==> config.mk <==
export PLATFORM = sky130hd
export DESIGN_NAME = clock_divider_multi
export DESIGN_NICKNAME = d
export VERILOG_FILES = /design/src/rtl/clock_divider_multi.sv
export SDC_FILE = /design/constraint.sdc
export NUM_CORES = 1
export LEC_CHECK = 0
export ABC_AREA = 1
export ABC_CLOCK_PERIOD_IN_PS = 12500
export CORE_ASPECT_RATIO = 0.9
export CORE_MARGIN = 2
export CORE_UTILIZATION = 40
export CTS_CLUSTER_SIZE = 30
export DETAILED_ROUTE_END_ITERATION = 12
export MAX_ROUTING_LAYER = met4
export PLACE_DENSITY = 0.59
export SLEW_MARGIN = 30
export SYNTH_ARGS = -nofsm -noshare
export SYNTH_HDL_FRONTEND = slang
export SYNTH_SLANG_ARGS = --single-unit
==> constraint.sdc <==
create_clock -name clkin -period 12.5 [get_ports clkin]
set_clock_uncertainty 0.15 [all_clocks]
set_input_delay 1.25 -clock clkin [delete_from_list [all_inputs] [get_ports clkin]]
set_output_delay 1.25 -clock clkin [all_outputs]
set_load 0.05 [all_outputs]
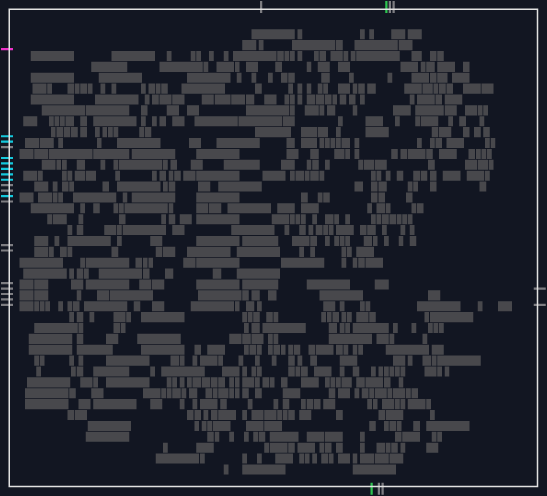
(images/io_placement.png)
(4 px per micron) Pins as bars across the die edge, other pins in gray.
| color | port | pins | direction | edge |
|---|---|---|---|---|
| magenta | `clkin` | 1 | input | west |
| cyan | `cfg_div` | 8 | input | west |
| green | `en` | 2 | input | 1 north, 1 south |
chip width: 132 microns
die height: 119 microns
IO buf count: 28

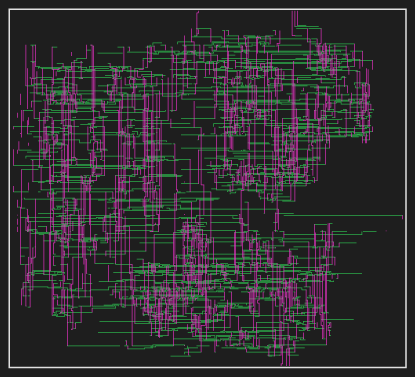
(images/wires.png)
(3 px per micron) Two of the layers only.
| color | layer | wire length |
|---|---|---|
| magenta | metal 2 | 5940 microns |
| green | metal 1 | 6860 microns |
overall routing resource usage: 18.7%
Routed wire per std cell: 14.8 microns

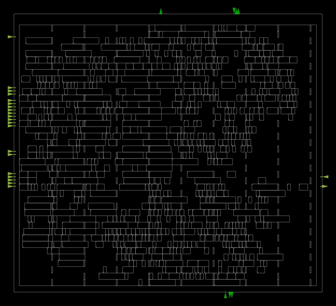
(images/placement.png)
flop share of the area: 36.2%
fin cells: 922

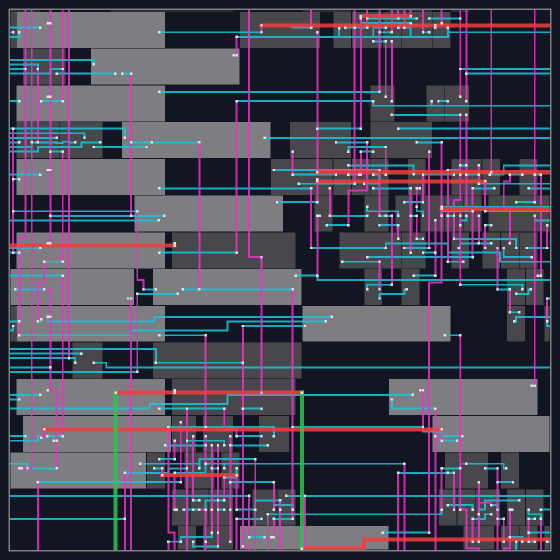
(images/detail.png)
Region (46, 39) to (86, 79) microns. Cells in gray, sequential cells in the stronger gray; small squares are vias.
| color | layer |
|---|---|
| cyan | metal 1 |
| magenta | metal 2 |
| red | metal 3 |
| green | metal 4 |
cells with their middle in the window: 84
most frequent: edfxtp_1 (17), nand2_1 (16), inv_1 (15)
sequential cells in the window: 17

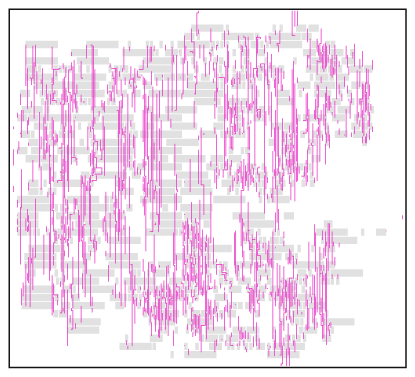
(images/layer_met2.png)
(3 px per micron)
share of all routed wire: 44%
wire length on this layer: 5940 microns
main direction: vertical
longest straight run: 68.7 microns
met2 global-route usage: 27.7%
final WL: 13600 microns

==> ci_impl_report.md <==
### Flow metrics

| Metric | Value |
|---|---|
| Cts hold-fix bufs | 0 |
| Max-cap violations | 0 |
| FMAX | 132 MHz |
| Comb. pwr | between 0.4 and 0.5 mW |
| Clk slew on worst S/H paths | ~0.060 ns |
| Hold Fails Final Rpt | 0 |
| P_leak | 2.91 nW |
| Most frequent cell after synthesis | nand2_1 |
| Comb area | just over 3000 sq um |
| Worst path arrival time | between 6 and 7 ns |
| Placed cell area | roughly 6300 sq um |
| Final tally of setup violations | 0 |
| PwrDens | about 160 nW/um^2 |
| Reg area | about 2400 sq um |
| Final Hold Slack | between 0.4 and 0.5 ns |
| Netlist Area Pre-Place | 5870 sq um |
| Critical-path top delay cell | clkdlybuf4s50_1 |
| FF-to-FF path depth | 11 |
| Setup Buffers After CTS | 0 |
| R2R setup slack | approximately 8.8 ns |
| Area Growth Syn to Fin | 13.1% |
| Final Cycle Share | approximately 61% |
| Vias per inst | ~5.1 |
| DRT Pass-1 Iters | 5 |
| H-tree lvl count | 3 |
| Core Box Area | between 10000 and 15000 sq um |
| Final Worst Setup Slack | about 4.9 ns |
| Skew-Pair Late Insertion Delay | 0.34 ns |
| Xor+xnor area frac | under 10% |
| Drt initial violations | between 300 and 400 |
| Cell count after synthesis | a little under 700 |
| Final Max Tran Viols | 0 |
| Synth unique cells | 38 |
| Synth Warn # | 0 |
| FP Util | about two fifths |
| Switching Share | approximately 36% |
| Synth mux share | 0% |
| Switching power | ~0.37 mW |
| Area leader share | around two fifths |
| FP Rows | 41 |
| Post-cts sizing count | 0 |
| Post-DRT Antenna Nets | 0 |
| Top Layout Cells | nand2_1 (136), inv_1 (88), edfxtp_1 (80), nor2_1 (61), o21ai_0 (53) |
| Setup TNS | 0 ns |
| Total grt overflow | 0 |
| # IOs | 29 |
| Outcome | finished, final reports clean |
| DR DRC count | 0 |
| Yosys top cell by area | edfxtp_1 |
| Clk network pwr share | 26.5% |
| Tool Warnings | 27 |
| CTS tree | done |
| Worst Tran Pin Value | between 0.9 and 1 ns |
| Ratio of cells with drive above 1 in the final layout | about a tenth |
| Setup crit end kind | primary output |
| Buf/Inv on CP | 8 |
| Seq share, synth | 40.9% |
| Nets | between 700 and 800 |
| N_diodes | 0 |
| AO/OA Area Share | between 10% and 20% |
| Synth async-reset ratio | 0% |
| CTS root buf | clkbuf_16 |
| Overall Power | between 1 and 1.5 mW |
| Dpl ws | roughly 5.3 ns |
| Min cycle time layout | 7.59 ns |
| Kind of critical path | reg -> out |
| Post-Synth Adder-Cell Area | 10.9% |
| Ys cells | just under 700 |
| Die area | 15700 sq um |
| VDD IR max | 0.0788 mV |
| Simple-Gate Fraction of Synth Area | approximately 22% |
| Top cell excl fill/tap | nand2_1 |
| CTS Buf Count | 9 |
| Util after Layout | between 40% and 50% |
| Clock network power | 0.274 mW |
[per-layer routing]
| layer | global-route usage (%) | routed length, microns | vias up | part of all wire, % |
|---|---|---|---|---|
| met5 | - | 0 | - | 0 |
| met4 | 4.82 | 133 | 0 | 0.98 |
| met3 | 3.07 | 705 | 10 | 5.2 |
| met2 | 27.7 | 5940 | 106 | 44 |
| met1 | 26.8 | 6860 | 2180 | 50 |
| li1 | - | - | 2382 | - |
[layout make-up]
type / count / area share, %
Clock inverter: 4 / 1.06
Sequential cell: 80 / 36.2
Multi-Input combinational cell: 514 / 46.1
Timing Repair Buffer: 30 / 4.45
Inverter: 90 / 5.09
Clock buffer: 11 / 3.50
Tap cell: 193 / 3.64
No activity file was given, so power comes from the tool's default toggle rates.
